**src/rtl/piso_sched_if.sv**
```systemverilog
// piso_sched_if: requester handshakes and PISO control bundle for piso_sched.
interface piso_sched_if #(parameter int WIDTH = 4);
    logic req0_valid, req0_ready, req1_valid, req1_ready;
    logic [WIDTH-1:0] req0_data, req1_data, piso_data;
    logic piso_load, piso_shift_en, frame_active, grant_id, busy;
    modport master (
        output req0_valid, req0_data, req1_valid, req1_data,
        input req0_ready, req1_ready, piso_load, piso_data, piso_shift_en, frame_active, grant_id, busy
    );
    modport slave (
        input req0_valid, req0_data, req1_valid, req1_data,
        output req0_ready, req1_ready, piso_load, piso_data, piso_shift_en, frame_active, grant_id, busy
    );
endinterface

```
**src/rtl/piso_sched.sv**
```systemverilog
// piso_sched: round-robin scheduler feeding two word sources into one external PISO.
module piso_sched #(
    parameter int WIDTH = 4,
    parameter int GAP = 1
) (
    input logic clk,
    input logic clear,
    piso_sched_if.slave bus
);
    localparam int CW = $clog2(WIDTH) + 1;
    typedef enum logic [1:0] {S_IDLE, S_LOAD, S_SHIFT, S_GAP} state_t;
    state_t state;
    logic [CW-1:0] cnt;
    logic [3:0] gcnt;
    logic [WIDTH-1:0] data_q;
    logic ptr, pick1, hs, load_q, shift_q, busy_q, gid_q;
    // ptr=1 favours req1 when both are valid
    always_comb begin
        pick1 = bus.req1_valid && (!bus.req0_valid || ptr);
        bus.req0_ready = state == S_IDLE && bus.req0_valid && !pick1;
        bus.req1_ready = state == S_IDLE && pick1;
    end
    assign hs = bus.req0_ready || bus.req1_ready;
    assign bus.piso_load = load_q;
    assign bus.piso_shift_en = shift_q;
    assign bus.frame_active = shift_q;
    assign bus.busy = busy_q;
    assign bus.grant_id = gid_q;
    assign bus.piso_data = data_q;
    always_ff @(posedge clk or posedge clear) begin
        if (clear) begin
            state <= S_IDLE;
            cnt <= '0;
            gcnt <= '0;
            data_q <= '0;
            ptr <= 1'b0;
            load_q <= 1'b0;
            shift_q <= 1'b0;
            busy_q <= 1'b0;
            gid_q <= 1'b0;
        end else begin
            case (state)
                S_IDLE: if (hs) begin
                    data_q <= pick1 ? bus.req1_data : bus.req0_data;
                    gid_q <= pick1;
                    ptr <= !pick1;
                    load_q <= 1'b1;
                    busy_q <= 1'b1;
                    state <= S_LOAD;
                end
                S_LOAD: begin
                    load_q <= 1'b0;
                    shift_q <= 1'b1;
                    cnt <= '0;
                    state <= S_SHIFT;
                end
                S_SHIFT: begin
                    cnt <= cnt + 1'b1;
                    if (cnt == CW'(WIDTH - 1)) begin
                        shift_q <= 1'b0;
                        busy_q <= GAP != 0;
                        gcnt <= '0;
                        state <= GAP == 0 ? S_IDLE : S_GAP;
                    end
                end
                default: begin
                    gcnt <= gcnt + 4'd1;
                    if (gcnt == 4'(GAP - 1)) begin
                        busy_q <= 1'b0;
                        state <= S_IDLE;
                    end
                end
            endcase
        end
    end
endmodule
```
**src/flat_wrapper.sv**
```systemverilog
// flat-port wrapper written by rule: the top's interface ports become plain ports
module piso_sched_flat 
#(
    parameter int WIDTH = 4,
    parameter int GAP = 1
)
  (clk, clear, bus_req0_valid, bus_req0_data, bus_req1_valid, bus_req1_data, bus_req0_ready, bus_req1_ready, bus_piso_load, bus_piso_data, bus_piso_shift_en, bus_frame_active, bus_grant_id, bus_busy);
  piso_sched_if #(.WIDTH(WIDTH)) bus_i ();
  input logic clk;
  input logic clear;
  input wire logic [$bits(bus_i.req0_valid)-1:0] bus_req0_valid;
  input wire logic [$bits(bus_i.req0_data)-1:0] bus_req0_data;
  input wire logic [$bits(bus_i.req1_valid)-1:0] bus_req1_valid;
  input wire logic [$bits(bus_i.req1_data)-1:0] bus_req1_data;
  output wire logic [$bits(bus_i.req0_ready)-1:0] bus_req0_ready;
  output wire logic [$bits(bus_i.req1_ready)-1:0] bus_req1_ready;
  output wire logic [$bits(bus_i.piso_load)-1:0] bus_piso_load;
  output wire logic [$bits(bus_i.piso_data)-1:0] bus_piso_data;
  output wire logic [$bits(bus_i.piso_shift_en)-1:0] bus_piso_shift_en;
  output wire logic [$bits(bus_i.frame_active)-1:0] bus_frame_active;
  output wire logic [$bits(bus_i.grant_id)-1:0] bus_grant_id;
  output wire logic [$bits(bus_i.busy)-1:0] bus_busy;
  assign bus_i.req0_valid = bus_req0_valid;
  assign bus_i.req0_data = bus_req0_data;
  assign bus_i.req1_valid = bus_req1_valid;
  assign bus_i.req1_data = bus_req1_data;
  assign bus_req0_ready = bus_i.req0_ready;
  assign bus_req1_ready = bus_i.req1_ready;
  assign bus_piso_load = bus_i.piso_load;
  assign bus_piso_data = bus_i.piso_data;
  assign bus_piso_shift_en = bus_i.piso_shift_en;
  assign bus_frame_active = bus_i.frame_active;
  assign bus_grant_id = bus_i.grant_id;
  assign bus_busy = bus_i.busy;
  piso_sched #(.WIDTH(WIDTH), .GAP(GAP)) u_core (.clk(clk), .clear(clear), .bus(bus_i));
endmodule
```
**config.mk**
```make
export PLATFORM = sky130hd
export DESIGN_NAME = piso_sched_flat
export DESIGN_NICKNAME = d
export VERILOG_FILES = /design/src/rtl/piso_sched_if.sv /design/src/rtl/piso_sched.sv /design/src/flat_wrapper.sv
export SDC_FILE = /design/constraint.sdc
export NUM_CORES = 1
export LEC_CHECK = 0
export ABC_AREA = 1
export CAP_MARGIN = 20
export CORE_ASPECT_RATIO = 0.9
export CORE_MARGIN = 2
export CORE_UTILIZATION = 48
export DETAILED_ROUTE_END_ITERATION = 12
export PLACE_DENSITY = 0.77
export SYNTH_ARGS = -nofsm -noshare
export SYNTH_HDL_FRONTEND = slang
export SYNTH_SLANG_ARGS = --single-unit
export TNS_END_PERCENT = 10
```
**constraint.sdc**
```tcl
create_clock -name clk -period 1.6 [get_ports clk]
set_input_delay 0.16 -clock clk [delete_from_list [all_inputs] [get_ports clk]]
set_output_delay 0.16 -clock clk [all_outputs]
set_load 0.1 [all_outputs]
```
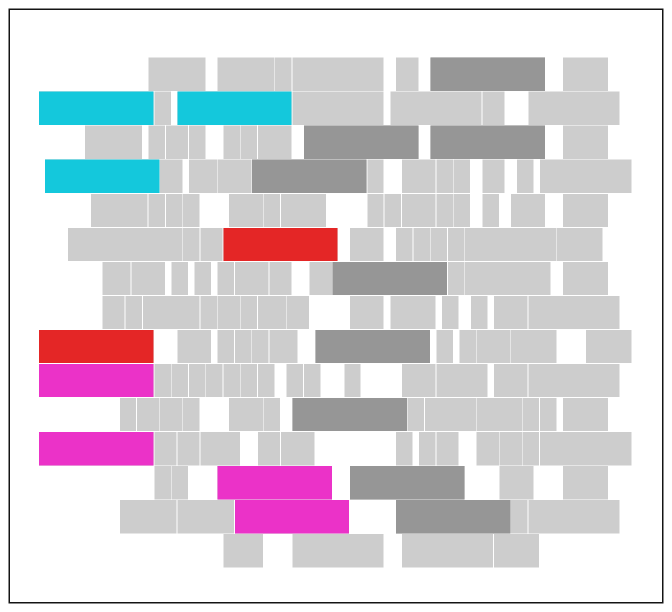
*Sequential cells grouped by signal name, run 1*
Other sequential cells in the stronger grey, the rest of the logic in the fainter grey.
signal	colour	flops
u_core.state	red	2
u_core.gcnt	magenta	4
u_core.cnt	cyan	3

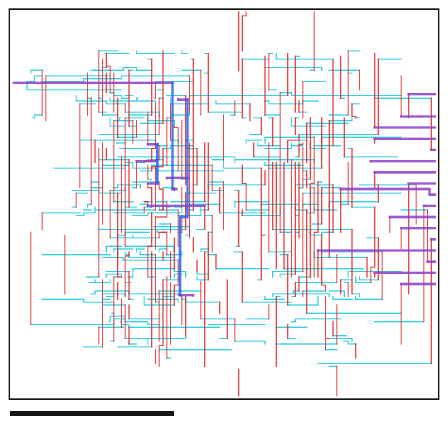
*Signal wires by layer, run 1*
Scale bar: 20 um.
layer	colour	wire length
M1	cyan	992 um
M4	blue	42.4 um
M3	purple	127 um
M2	red	1130 um

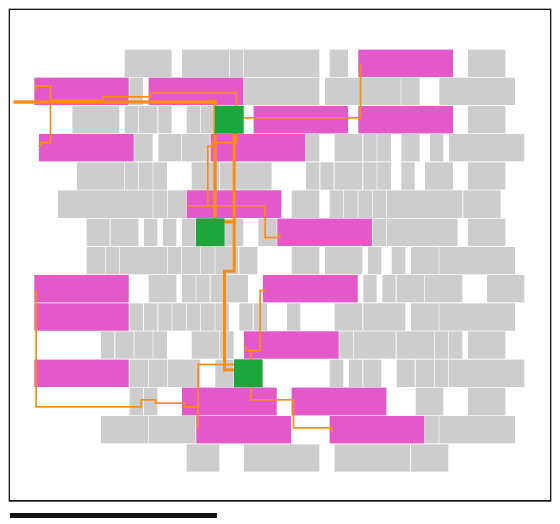
*Routed clock nets over the placement, run 1*
Scale bar: 20 um.
[clock-net drivers] green | count: 3
[flip-flops] magenta | count: 18
[clock wires] orange | length: 198 um
routed clock nets	4
clk_skew: 0.002785 ns
clk_lat worst skew: 0.29 ns

==> results.yml, run 1 <==
# implementation run metrics
sta:
  hold_ws_ns: 0.1789
  final.setup.tns_ns: 0
  finalCriticalPeriod_ns: 1.586
  relSlewSlack_pct: 81.74
  finalClockPeriodUsage_pct: 99.12
  slew_viol_final: 0
  final-setup-viol-count: 0
  hold_viol: 0
  tightestPinTransition_ns: 0.2739
  fmax_ghz: 0.6305
  rsz0062_at_grt: "true"
synthesis:
  floorplan.nets: 141
  ys_top_logic_family: "simple AND/OR/NAND/NOR gates"
  yosys-stat-area_um2: 999.7
  yosysWarnings: 0
  yosys.area_share.aoi_pct: 7.760
  ys_top_cells_by_area: "dfrtp_1, nand2_1, ha_1, inv_1, nand3_1"
  synthArstFlopShare_pct: 100.0
  synth-edff-count: 0
  synthMuxAreaShare_pct: 0
  simple_gate_share_pct: 28.91
  synth.avg_cell_area_um2: 8.262
  synth_seq_share_pct: 45.06
  ys_sh_xor_pct: 1.752
  ff_type: "dfrtp_1"
  ys_sh_adder_pct: 10.01
  netlist_instances: 121
  synth_top_area_share_pct: 45.06
  synthesis.area_um2: 999.7
  ys_seq_elements: 18
global_route:
  grt_pass1_vias: 886
  grt_max_degree: 19
  grt_pass1_wl_mm: 3.746
  grt_antenna_before_repair: 0
  overflow: 0
  grt_usage_pct: 21.60
die:
  io_pins: 23
  coreArea_um2: 1933
  die_width_um: 52.11
  die-height_um: 47.30
  die_area_um2: 2464
  floorplan.rows: 15
  initCoreUtil_pct: 51.72
  num_tap_cells: 25
finish:
  seq_share_pct: 29.95
  combAreaFraction_pct: 34.28
  fillers: 119
  seqCellArea_um2: 450.4
  final_layout_top_logic_cells: "nand2_1, dfrtp_1, buf_4"
  dominant_cells: "logic gates"
  layout_top_cell: "nand2_1"
  layout.nonclk_buf_share_pct: 28.45
  num_antenna_cells: 0
  post-route-cell-area_um2: 1504
  comb_area_um2: 515.5
  areaGrowthSynthToFinish_pct: 50.44
  drive_gt1_share_pct: 24.20
  fin_nets: 179
  final_cells: 182
  clock_buffers: 3
  flops: 18
  inv_count: 14
  signal_buffers: 35
  fin_util_pct: 77.80
  comb_cells: 87
detailed_routing:
  routed_wirelength_mm: 2.294
  antenna_left: 0
  drt_iter0_markers: 22
  drt_first_pass_iters: 4
  wire_per_inst_um: 12.60
  via_count: 923
  viasPerCell: 5.071
setup_path:
  path_class: "reg -> out"
  start_kind: "flop"
  critPathRequiredTime_ns: 1.44
  crit_buf_inv: 2
  path_delay_family: "flip-flops"
  cp.depth: 5
  r2r-start: "u_core.state[1]"
  cpPeakStageDelay_ns: 0.41
  cp_data_arrival_time_ns: 1.43
  crit_path_end: "bus_req0_ready"
  slowest_stage: "dfrtp_1"
  ff2ff_path_depth: 5
  endpoint_kind: "primary output"
  cp_max_fo: 5
  crit_path_cell_trace: "inv_2, ha_4, nand2_8, nor2_4, buf_12"
  r2r_setup_slack_ns: 0.16
place:
  placed_cells: 169
  place_hpwl_mm: 1.652
  io_buffers: 22
outcome:
  status: "complete, no violations"
clock_tree:
  cts.sinks: 18
  cts_hold_buffers: 0
  postCtsSetupBuffers: 3
  numCtsBuffers: 3
  clock_path_buffers: 2
  ctsResizeCount: 2
  h-tree-depth: 1
  cts_tree: "built"
  clkSlewWorstSetupHoldPaths_ns: 0.09
run:
  drv_cap: 0
  warning_count: 31
## run 1: routing by layer
layer / part of all wire (%) / vias up / track usage, %
li1: - / 459 / -
met5: 0 / - / 0
met3: 5.5 / 7 / 4.459
met4: 1.8 / 0 / 9.474
met1: 43 / 430 / 24.95
met2: 49 / 27 / 39.49
## run 1: Yosys cell counts (all sizes together) (3+ instances only)
cell   instances
dfrtp         18
nand3         12
ha             8
a21oi          3
nor2          10
nand2         41
inv           14
o21ai          6
==> run 2, diff against run 1 <==
--- a/config.mk
+++ b/config.mk
@@ -5,7 +5,7 @@
 export SDC_FILE = /design/constraint.sdc
 export NUM_CORES = 1
 export LEC_CHECK = 0
-export ABC_AREA = 1
+export ABC_CLOCK_PERIOD_IN_PS = 1600
 export CAP_MARGIN = 20
 export CORE_ASPECT_RATIO = 0.9
 export CORE_MARGIN = 2
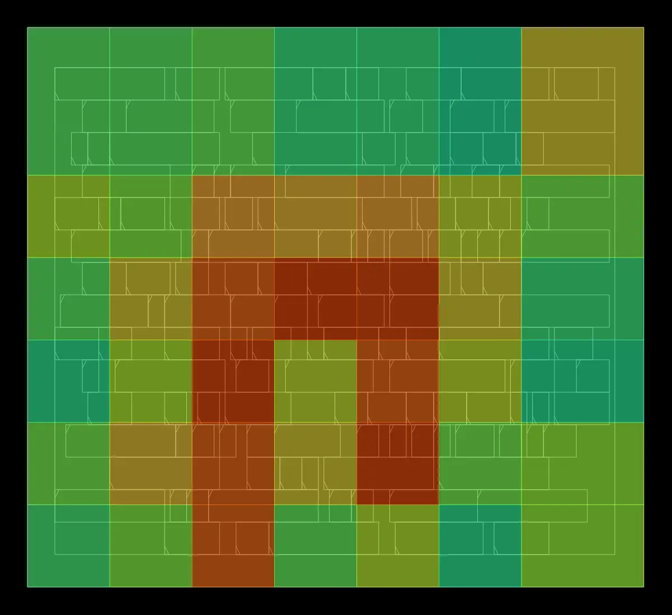
*Routing congestion, run 2*
GRT Util Overall: 21.72%
most used routing layer in global routing: met2
Final Util: 81.96%
met1 Track Usage GR: 28.26%
WL/cell: 15.36 um

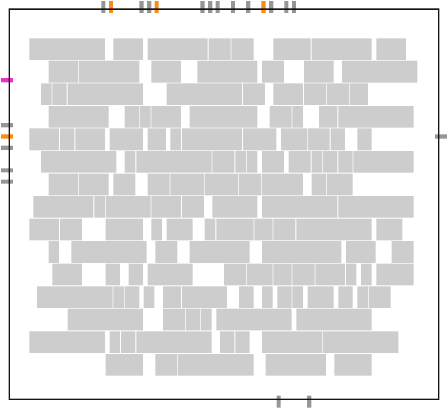
*I/O pins on the die edge, run 2*
Pins as bars across the die edge, other pins in grey.
port	colour	pins	direction	edge
clk	magenta	1	input	west
bus_req0_data	orange	4	input	3 north, 1 west
all pins by edge	14 north, 6 west, 2 south, 1 east
die width: 51.65 um
Die Y-Extent: 46.89 um
PortBufs: 22

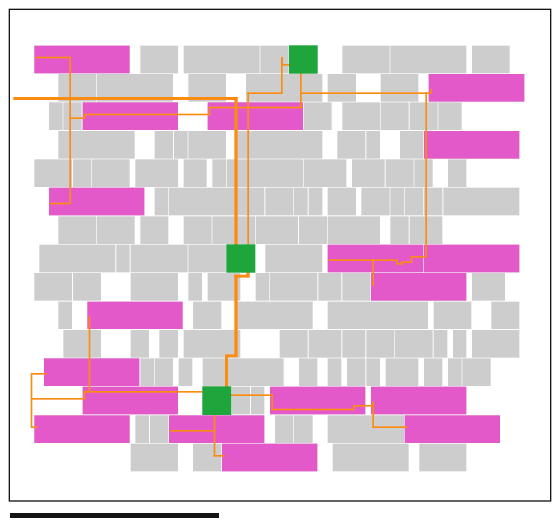
*Routed clock nets over the placement, run 2*
Scale bar: 20 um.
[clock-net drivers] green | count: 3
[clock wires] orange | length: 233 um
[flip-flops] magenta | count: 18
flops lie	spread over the die
clk_skew: 0.005331 ns

==> results.yml, run 2 <==
# implementation run metrics
global_route:
  grt_antenna_before_repair: 0
  met2_usage_pct: 36.41
  grt_use_met3_pct: 3.822
  grt_pass1_wl_mm: 3.726
  grt_pass1_vias: 838
  grt_max_degree: 19
  overflow: 0
die:
  initCoreUtil_pct: 51.24
  floorplan.rows: 15
  die_area_um2: 2422
  io_pins: 23
  coreArea_um2: 1914
detailed_routing:
  drt-met1-wl_mm: 1.166
  drt_first_pass_iters: 4
  wl_met2_mm: 1.248
  viasPerCell: 5.319
  routed_wirelength_mm: 2.504
  highest_layer: "met4"
  antenna_left: 0
  via_count: 867
  drt_iter0_markers: 9
clock_tree:
  cts_tree: "built"
  clkSlewWorstSetupHoldPaths_ns: 0.10
  cts_hold_buffers: 0
  h-tree-depth: 1
  numCtsBuffers: 3
setup_path:
  cp.depth: 7
  cp_data_arrival_time_ns: 1.79
  critPathRequiredTime_ns: 1.82
  crit_buf_inv: 3
  slowest_stage: "dfrtp_1"
  r2r_setup_slack_ns: 0.03
  cpPeakStageDelay_ns: 0.39
  cp_max_fo: 3
  r2r-start: "u_core.state[1]"
  path_class: "reg -> reg"
  crit_path_cell_trace: "buf_4, ha_2, inv_2, o32a_4, buf_4, o31ai_2, mux2i_1"
  ff2ff_path_depth: 7
sta:
  tightestPinTransition_ns: 0.2789
  fmax_ghz: 0.6375
  hold_ws_ns: 0.1729
  finalClockPeriodUsage_pct: 98.04
  hold_viol: 0
  final-setup-viol-count: 0
  rsz0062_at_grt: "true"
  finalCriticalPeriod_ns: 1.569
finish:
  fin_nets: 160
  areaGrowthSynthToFinish_pct: 59.95
  num_antenna_cells: 0
  layout_top_cell: "dfrtp_1"
  drive_gt1_share_pct: 37.68
  final_layout_top_logic_cells: "dfrtp_1, buf_4, buf_12"
run:
  drv_cap: 0
  warning_count: 32
place:
  place_hpwl_mm: 1.756
synthesis:
  ff_type: "dfrtp_1"
  netlist_instances: 97
  yosys-stat-area_um2: 980.9
  synth.avg_cell_area_um2: 10.11
  ys_sh_xor_pct: 0
  synth_top_area_share_pct: 45.92
  top_cell: "dfrtp_1"
  synth_seq_share_pct: 45.92
  simple_gate_share_pct: 9.439
  ys_top_logic_family: "AND-OR/OR-AND gates"
  synthesis.area_um2: 980.9
  yosysWarnings: 0
  ys_seq_elements: 18
  ys_top_cells_by_count: "dfrtp_1, nand2_1, inv_1, o21ai_1, ha_1"
outcome:
  status: "complete, no violations"
[run 2: cell count changes in the layout (fill, tap and decap cells not counted), moves of 4 or more]
cell	delta
nand2_1	-29
nor2_1	-9
nand3_1	-7
o21ai_1	+6
mux2i_1	+5
buf_4	+4
inv_1	-4
[run 2: what timing repair did]
item,CTS,global route
cloned,0,0
resized,7,10
pin swaps,1,4
setup endpoints to repair,4,7
buffers inserted,2,1
[run 2: cell type report]
cell class / count / area (um2)
clock buffers: 3 / 22.52
repair buffers: 41 / 483.0
flip-flops and latches: 18 / 450.4
multi-input cells: 64 / 536.8
inverters: 12 / 45.04
well taps: 25 / 31.28
fillers: 118 / 345.3
==> run 3, diff against run 2 <==
--- a/config.mk
+++ b/config.mk
@@ -9,9 +9,9 @@
 export CAP_MARGIN = 20
 export CORE_ASPECT_RATIO = 0.9
 export CORE_MARGIN = 2
-export CORE_UTILIZATION = 48
+export CORE_UTILIZATION = 45
 export DETAILED_ROUTE_END_ITERATION = 12
-export PLACE_DENSITY = 0.77
+export PLACE_DENSITY = 0.73
 export SYNTH_ARGS = -nofsm -noshare
 export SYNTH_HDL_FRONTEND = slang
 export SYNTH_SLANG_ARGS = --single-unit
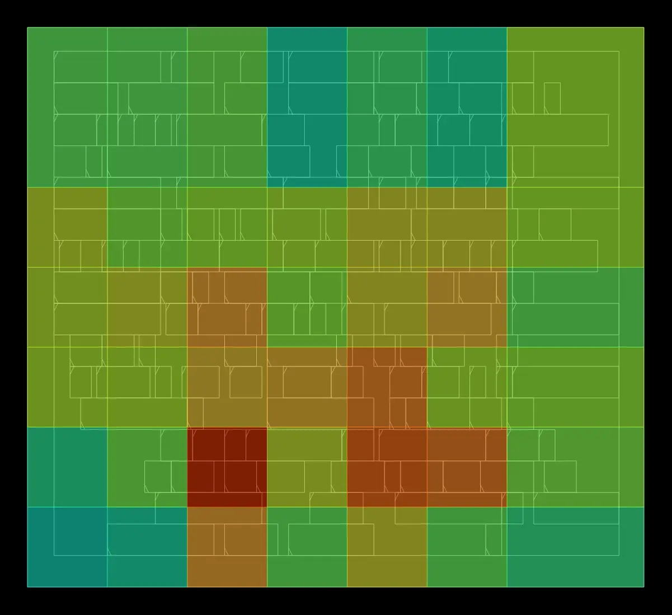
*Routing congestion, run 3*
WL/cell: 15.14 um
met1 Track Usage GR: 26.02%
met2 Usage GRT: 39.01%
met3 Track Usage GR: 5.521%
Final Util: 75.29%

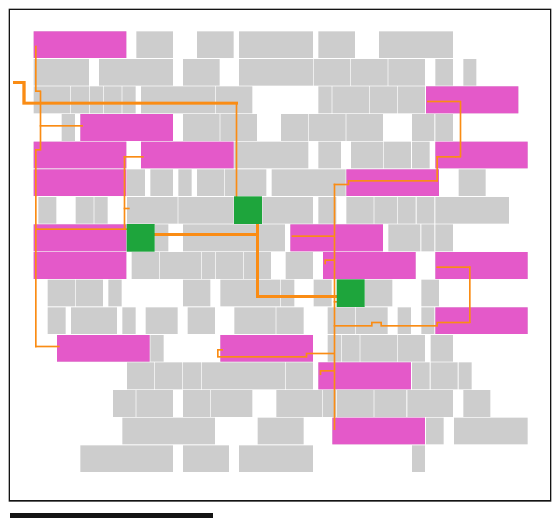
*Routed clock nets over the placement, run 3*
Scale bar: 20 um.
[clock wires] orange | length: 215 um
[clock-net drivers] green | count: 3
[flip-flops] magenta | count: 18
routed clock nets	4
clk_lat worst skew: 0.30 ns
clk_skew: 0.01548 ns

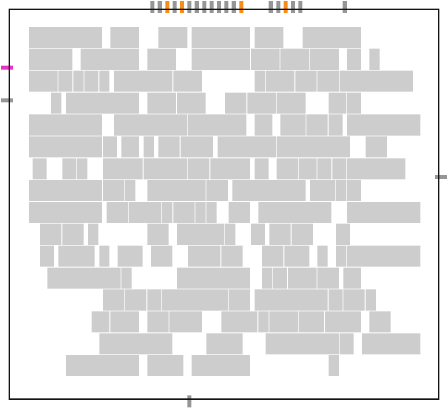
*I/O pins on the die edge, run 3*
Pins as bars across the die edge, other pins in grey.
port	colour	pins	direction	edge
bus_req0_data	orange	4	input	north
clk	magenta	1	input	west
all pins by edge	19 north, 2 west, 1 south, 1 east

==> results.yml, run 3 <==
# implementation run metrics
outcome:
  status: "complete, no violations"
clock_tree:
  postCtsSetupBuffers: 1
  cts.sinks: 18
  h-tree-depth: 1
  cts_tree: "built"
  clock_path_buffers: 2
  clkSlewWorstSetupHoldPaths_ns: 0.11
  ctsResizeCount: 10
sta:
  rsz0062_at_grt: "true"
  hold_viol: 0
  final-setup-viol-count: 0
  finalClockPeriodUsage_pct: 97.94
  fmax_ghz: 0.6381
  tightestPinTransition_ns: 0.3074
  relSlewSlack_pct: 79.24
setup_path:
  path_delay_family: "flip-flops"
  endpoint_kind: "flop"
  slowest_stage: "dfrtp_1"
  start_kind: "flop"
  critPathRequiredTime_ns: 1.80
  r2r_end: "u_core.bus.busy"
  cp.depth: 7
  cp_max_fo: 4
  cpPeakStageDelay_ns: 0.40
  crit_buf_inv: 3
  crit_path_cell_trace: "buf_4, buf_4, ha_4, inv_2, o32a_4, o311ai_2, mux2_1"
  r2r_setup_slack_ns: 0.03
  cp_data_arrival_time_ns: 1.76
  ff2ff_path_depth: 7
  path_class: "reg -> reg"
  crit_path_end: "u_core.bus.busy"
die:
  coreArea_um2: 2122
  floorplan.rows: 16
  die-height_um: 48.30
  num_tap_cells: 27
  die_area_um2: 2570
  initCoreUtil_pct: 46.23
  die_width_um: 53.22
  io_pins: 23
synthesis:
  ys_top_cells_by_area: "dfrtp_1, ha_1, mux2i_1, o21ai_1, nand2_1"
  synthArstFlopShare_pct: 100.0
  ff_type: "dfrtp_1"
  ys_top_logic_family: "AND-OR/OR-AND gates"
  ys_seq_elements: 18
  synth_top_area_share_pct: 45.92
  ys_sh_xor_pct: 0
  synth.avg_cell_area_um2: 10.11
  synth_seq_share_pct: 45.92
  ys_sh_adder_pct: 10.20
  ys_top_cells_by_count: "dfrtp_1, nand2_1, inv_1, o21ai_1, ha_1"
  simple_gate_share_pct: 9.439
  yosys-stat-area_um2: 980.9
  top_cell: "dfrtp_1"
  floorplan.nets: 117
  netlist_instances: 97
  synthMuxAreaShare_pct: 6.250
  netlist-cell-type-count: 32
  synth-edff-count: 0
  yosys.area_share.aoi_pct: 21.94
finish:
  fillers: 141
  comb_area_um2: 521.8
  final_cells: 170
  seq_share_pct: 28.19
  final_layout_top_logic_cells: "buf_4, dfrtp_1, clkdlybuf4s50_1, buf_12"
  num_antenna_cells: 0
  inv_count: 12
  layout_top_cell: "buf_4"
  seqCellArea_um2: 450.4
  combAreaFraction_pct: 32.65
  drive_gt1_share_pct: 37.76
  clock_buffers: 4
  clkCellAreaFrac_pct: 2.271
  comb_cells: 64
  areaGrowthSynthToFinish_pct: 62.88
  layout.nonclk_buf_share_pct: 31.95
  signal_buffers: 45
  post-route-cell-area_um2: 1598
  flops: 18
  fin_nets: 164
detailed_routing:
  viasPerCell: 5.329
  antenna_left: 0
  drt-met1-wl_mm: 1.061
  wl_met3_um: 100
  routed_wirelength_mm: 2.574
  drt_iter0_markers: 39
  via_count: 906
  highest_layer: "met4"
  wl_met2_mm: 1.393
global_route:
  grt-busiest-layer: "met2"
  grt_usage_pct: 21.42
  grt_pass1_wl_mm: 3.746
  overflow: 0
  grt_pass1_vias: 780
  grt_max_degree: 17
  grt_antenna_before_repair: 0
place:
  place_hpwl_mm: 1.959
  placed_cells: 164
  io_buffers: 22
run:
  warning_count: 32
## run 3: logic make-up after synthesis
group,count (synthesis)
and+or+nand+nor,20
muxes,6
DFF,18
buffers and inverters,15
adders and majority gates,8
AOI/OAI and AO/OA,30
## run 3: metrics by stage
stage | TNS, ns | hold slack [ns] | util [%]
2_1_floorplan | -0.1491 | 0.09857 | -
3_3_place_gp | 0 | 0.3241 | 70.75
3_5_place_dp | -0.03433 | 0.3425 | 70.75
4_1_cts | 0 | 0.02128 | 74.53
5_1_grt | -0.07223 | 0.02733 | 75.29
6_report | 0 | 0.02854 | 75.29
